<file path="config.mk">
export PLATFORM = sky130hd
export DESIGN_NAME = hdmi_line_fetcher
export DESIGN_NICKNAME = d
export VERILOG_FILES = /design/src/rtl/hdmi_line_fetcher.sv
export SDC_FILE = /design/constraint.sdc
export NUM_CORES = 2
export LEC_CHECK = 0
export CORE_MARGIN = 5
export CORE_UTILIZATION = 48
export CTS_BUF_LIST = sky130_fd_sc_hd__clkbuf_4 sky130_fd_sc_hd__clkbuf_8
export CTS_CLUSTER_SIZE = 20
export DETAILED_ROUTE_END_ITERATION = 10
export GPL_ROUTABILITY_DRIVEN = 0
export SETUP_SLACK_MARGIN = 0.3
export SLEW_MARGIN = 15
export SYNTH_ARGS = -nofsm -noshare
export SYNTH_HDL_FRONTEND = slang
export SYNTH_SLANG_ARGS = --single-unit
</file>
<file path="constraint.sdc">
create_clock -name clk -period 7.1 [get_ports clk]
set_input_delay 1.42 -clock clk [delete_from_list [all_inputs] [get_ports clk]]
set_output_delay 1.42 -clock clk [all_outputs]
set_load 0.01 [all_outputs]
</file>
<file path="src/rtl/hdmi_line_fetcher.sv">
// hdmi_line_fetcher: framebuffer-to-line-buffer feeder for the pixel-doubled
// 160x120 RGB332 video stage. It displays line y from one bank while it
// fetches line y+1 into the other bank over a req/ack byte interface.
//
// state | meaning
// ------+-----------------------------------------------------------------
// IDLE  | no fetch in progress, mem_req low
// FETCH | streaming one source line into bank[line[0]], one byte per ack
// DRAIN | a new line trigger arrived mid-request; the issued request is
//       | held until its ack, then discarded, then the pending line starts
module hdmi_line_fetcher #(
  parameter int H_RES   = 160,
  parameter int V_RES   = 120,
  parameter int Y_LAST  = 131,
  parameter int ADDR_W  = 16,
  parameter int FB_BASE = 0
) (
  input  logic              clk,
  input  logic              reset,
  input  logic [9:0]        x,
  input  logic [9:0]        y,
  output logic [7:0]        pixelData,
  output logic              mem_req,
  output logic [ADDR_W-1:0] mem_addr,
  input  logic              mem_ack,
  input  logic [7:0]        mem_rdata,
  output logic              busy,
  output logic              overrun
);

  localparam int IDX_W = $clog2(H_RES);
  localparam logic [IDX_W-1:0] LAST_IDX = IDX_W'(H_RES - 1);

  typedef enum logic [1:0] {
    S_IDLE  = 2'd0,
    S_FETCH = 2'd1,
    S_DRAIN = 2'd2
  } state_t;

  state_t state_q, state_d;

  logic [9:0]        y_prev;
  logic [9:0]        line_q;
  logic [IDX_W-1:0]  idx_q;
  logic [9:0]        pend_line;
  logic              pend_ok;

  logic [7:0] bank0 [H_RES];
  logic [7:0] bank1 [H_RES];

  logic              trig;
  logic [9:0]        trig_tgt;
  logic              trig_ok;
  logic              acked;
  logic              wr_en;

  logic              start;
  logic [9:0]        start_line;
  logic              advance;
  logic              finish;

  logic              in_range;
  logic [IDX_W-1:0]  x_idx;
  logic [7:0]        bank_rd;

  // Byte address of the first pixel of source line t, truncated to ADDR_W.
  function automatic logic [ADDR_W-1:0] line_base(input logic [9:0] t);
    logic [31:0] prod;
    prod = 32'(t) * 32'(H_RES);
    return ADDR_W'(FB_BASE) + prod[ADDR_W-1:0];
  endfunction

  // Line trigger: any change of y requests the line after it (wrapping at Y_LAST).
  always_comb begin
    trig     = (y != y_prev);
    trig_tgt = (y == 10'(Y_LAST)) ? 10'd0 : y + 10'd1;
    trig_ok  = (trig_tgt < 10'(V_RES));
    acked    = mem_req && mem_ack;
    wr_en    = !reset && (state_q == S_FETCH) && acked;
  end

  // State register.
  always_ff @(posedge clk) begin
    if (reset) begin
      state_q <= S_IDLE;
    end else begin
      state_q <= state_d;
    end
  end

  // Next-state logic plus the datapath strobes that go with each transition.
  always_comb begin
    state_d    = state_q;
    start      = 1'b0;
    start_line = trig_tgt;
    advance    = 1'b0;
    finish     = 1'b0;
    case (state_q)
      S_IDLE: begin
        if (trig && trig_ok) begin
          start   = 1'b1;
          state_d = S_FETCH;
        end
      end
      S_FETCH: begin
        if (trig) begin
          // An ack in the same cycle completes the byte, so restart at once;
          // otherwise the outstanding request must finish first.
          if (acked) begin
            if (trig_ok) begin
              start   = 1'b1;
              state_d = S_FETCH;
            end else begin
              finish  = 1'b1;
              state_d = S_IDLE;
            end
          end else begin
            state_d = S_DRAIN;
          end
        end else if (acked) begin
          if (idx_q == LAST_IDX) begin
            finish  = 1'b1;
            state_d = S_IDLE;
          end else begin
            advance = 1'b1;
          end
        end
      end
      S_DRAIN: begin
        if (acked) begin
          // A trigger coinciding with the ack supersedes the stored pending line.
          if (trig) begin
            start_line = trig_tgt;
            if (trig_ok) begin
              start   = 1'b1;
              state_d = S_FETCH;
            end else begin
              finish  = 1'b1;
              state_d = S_IDLE;
            end
          end else begin
            start_line = pend_line;
            if (pend_ok) begin
              start   = 1'b1;
              state_d = S_FETCH;
            end else begin
              finish  = 1'b1;
              state_d = S_IDLE;
            end
          end
        end
      end
      default: begin
        state_d = S_IDLE;
      end
    endcase
  end

  // Output decode.
  always_comb begin
    busy = (state_q != S_IDLE);
  end

  // Fetch datapath: request, address, byte index, pending line and overrun flag.
  always_ff @(posedge clk) begin
    if (reset) begin
      y_prev    <= 10'h3FF;
      mem_req   <= 1'b0;
      mem_addr  <= ADDR_W'(FB_BASE);
      line_q    <= 10'd0;
      idx_q     <= '0;
      pend_line <= 10'd0;
      pend_ok   <= 1'b0;
      overrun   <= 1'b0;
    end else begin
      y_prev <= y;
      if (trig && (state_q != S_IDLE)) begin
        overrun   <= 1'b1;
        pend_line <= trig_tgt;
        pend_ok   <= trig_ok;
      end
      if (start) begin
        line_q   <= start_line;
        idx_q    <= '0;
        mem_addr <= line_base(start_line);
        mem_req  <= 1'b1;
      end else if (advance) begin
        idx_q    <= idx_q + IDX_W'(1);
        mem_addr <= mem_addr + ADDR_W'(1);
      end else if (finish) begin
        mem_req  <= 1'b0;
      end
    end
  end

  // Line buffer write port; contents are deliberately left unreset.
  always_ff @(posedge clk) begin
    if (wr_en) begin
      if (line_q[0]) begin
        bank1[idx_q] <= mem_rdata;
      end else begin
        bank0[idx_q] <= mem_rdata;
      end
    end
  end

  // Display read selection: bank follows the parity of the displayed line.
  always_comb begin
    in_range = (x < 10'(H_RES)) && (y < 10'(V_RES));
    x_idx    = x[IDX_W-1:0];
    bank_rd  = y[0] ? bank1[x_idx] : bank0[x_idx];
  end

  // Registered pixel output, one cycle after (x,y) is presented.
  always_ff @(posedge clk) begin
    if (reset) begin
      pixelData <= 8'h00;
    end else begin
      pixelData <= in_range ? bank_rd : 8'h00;
    end
  end

endmodule

</file>
==> Changelog: implementation <==
### Metrics

* Outcome: completed
* Crit path launch type: input pin
* HPWL after DPL at 154000 um
* Worst-path cell chain: clkdlybuf4s50_1 -> xnor2_1 -> nand4_1 -> nor4_4 -> mux2_2 -> ha_1 -> ha_1 -> a21o_1 -> a21oi_1 -> o21bai_1 -> a21oi_1 -> o21ai_0 -> xor2_1 -> a221oi_1
* P_comb at 1.70 mW
* Yosys warning tally at 0
* Power Sequential at 17.0 mW
* Final min period at 4640 ps
* Sw power at 6.96 mW
* Top_reg_cell synth: edfxtp_1
* ClkCell Share at 0.0709
* Top flop regs: bank0 x1280, bank1 x1280, mem_addr x16
* Non-clk buf share at 0.0144
* Post-CTS setup buffer count at 0
* Hold EP: overrun$_SDFFE_PP0P_
* RR Endpoint: bank0[27][5]$_DFFE_PP_
* Grt met1 use at 0.339
* Die Height at 474 um
* Top cell area share at 0.745
* Grt ovf at 0
* Logic share of the area at 0.204
* Clk sink count at 2618
* Dpl ws at 1410 ps
* Net switching fraction of the power at 0.221
* FF-to-FF setup slack at 2950 ps
* CP max stage cell: clkdlybuf4s50_1
* Post-Synth Simple-Gate Area at 0.0300
* Vias/cell at 6.05
* GR Util met2 at 0.372
* CTS Hold Bufs at 0
* Most frequent cells in the layout: 2560 x edfxtp_1, 701 x mux4_2, 440 x clkbuf_8
* WL met2 at 126000 um
* Comb_multi_in at 1885
* Worst vdd ir at 0.219 mV
* Initial DRC count at 5555
* Max layer used: met4
* Worst Hold Depth at 2
* IO buf count at 57
* Hold path startpoint: overrun$_SDFFE_PP0P_
* Bufs on Longest Clock Path at 4
* Placed Area at 107000 um^2
* # setup viols final at 0
* Largest area contributor in the netlist: edfxtp_1
* Post-Route Setup TNS at 0 ps
* OpenROAD warning count at 62
* Clock root cell: clkbuf_8
* RSZ-0062 raised after global routing: false
* Worst Slack Setup Final at 2460 ps
* Tapcells at 2838
* # DRC at 0
* Max_cap viols at 0
* FA/HA/MAJ Cells, Area Fraction at 0.00322
* Part of the power in registers at 0.541
* R2R Path Start: state_q[1]$_SDFFE_PP0P_
* CTS tree: yes
* CTS-repair resized insts at 0
* Post-Syn Area at 103000 um^2
* Worst-Margin Slew at 1250 ps
* Most used logic cell in the final layout: edfxtp_1
* Fin Hold WS at 493 ps
* Finished Layout Cells at 8258
* Worst-case reg-to-reg path depth at 7
* Pwr top: registers
* First-pass GRT wire length at 378000 um
* Worst min path class: reg2reg
* FMAX at 0.216 GHz
* Critical path peak fanout at 12
* Final nets at 5157
* Top-count cell post-synth: edfxtp_1
* Die ar. at 224000 um^2
* Clk_lat worst skew at 1100 ps
* Top logic family: multiplexers
* CP Data Arrival Time at 5600 ps
* Crit-path leading delay family: AND-OR/OR-AND gates
* Compound-Gate Fraction of Synth Area at 0.0154
* Die W at 474 um
* Io pins at 58
* Non-clock inverter count at 13
* Power Dens Cells at 274 nW/um^2
* Highest cell delay on the worst timing path at 750 ps
* Synth Seq Share at 0.756
* Critical Path Stages at 14
* Placed cell count at 7507
* CP endpoint kind: flop
* FP Rows at 170
* Registers, synthesis at 2618
* Antenna Nets Post-Route at 0
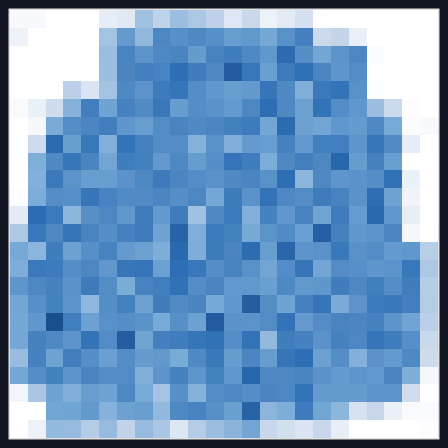
**Above:** local utilization.
24 x 24 tiles, from white (low) to dark blue (high), 0 to 100% covered.
tiles over 75% full: 3.8%
mean over tiles: 50%
fullest tile: 88%
nearly empty tiles: 11%
fp util: 0.481
core region area: 214000 um^2
final core occ: 0.536

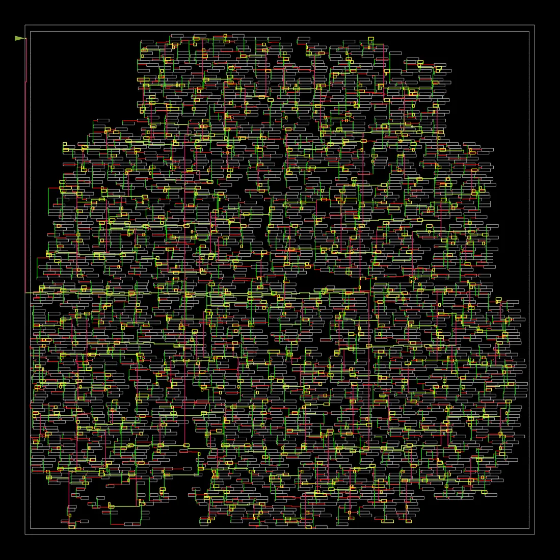
**Above:** clock wiring as the flow saved it.
Clock net power: 12.7 mW
Num CTS Buffers: 429
clock buf count: 559
Clock Skews: 105 ps

No activity file was given, so power comes from the tool's default toggle rates.
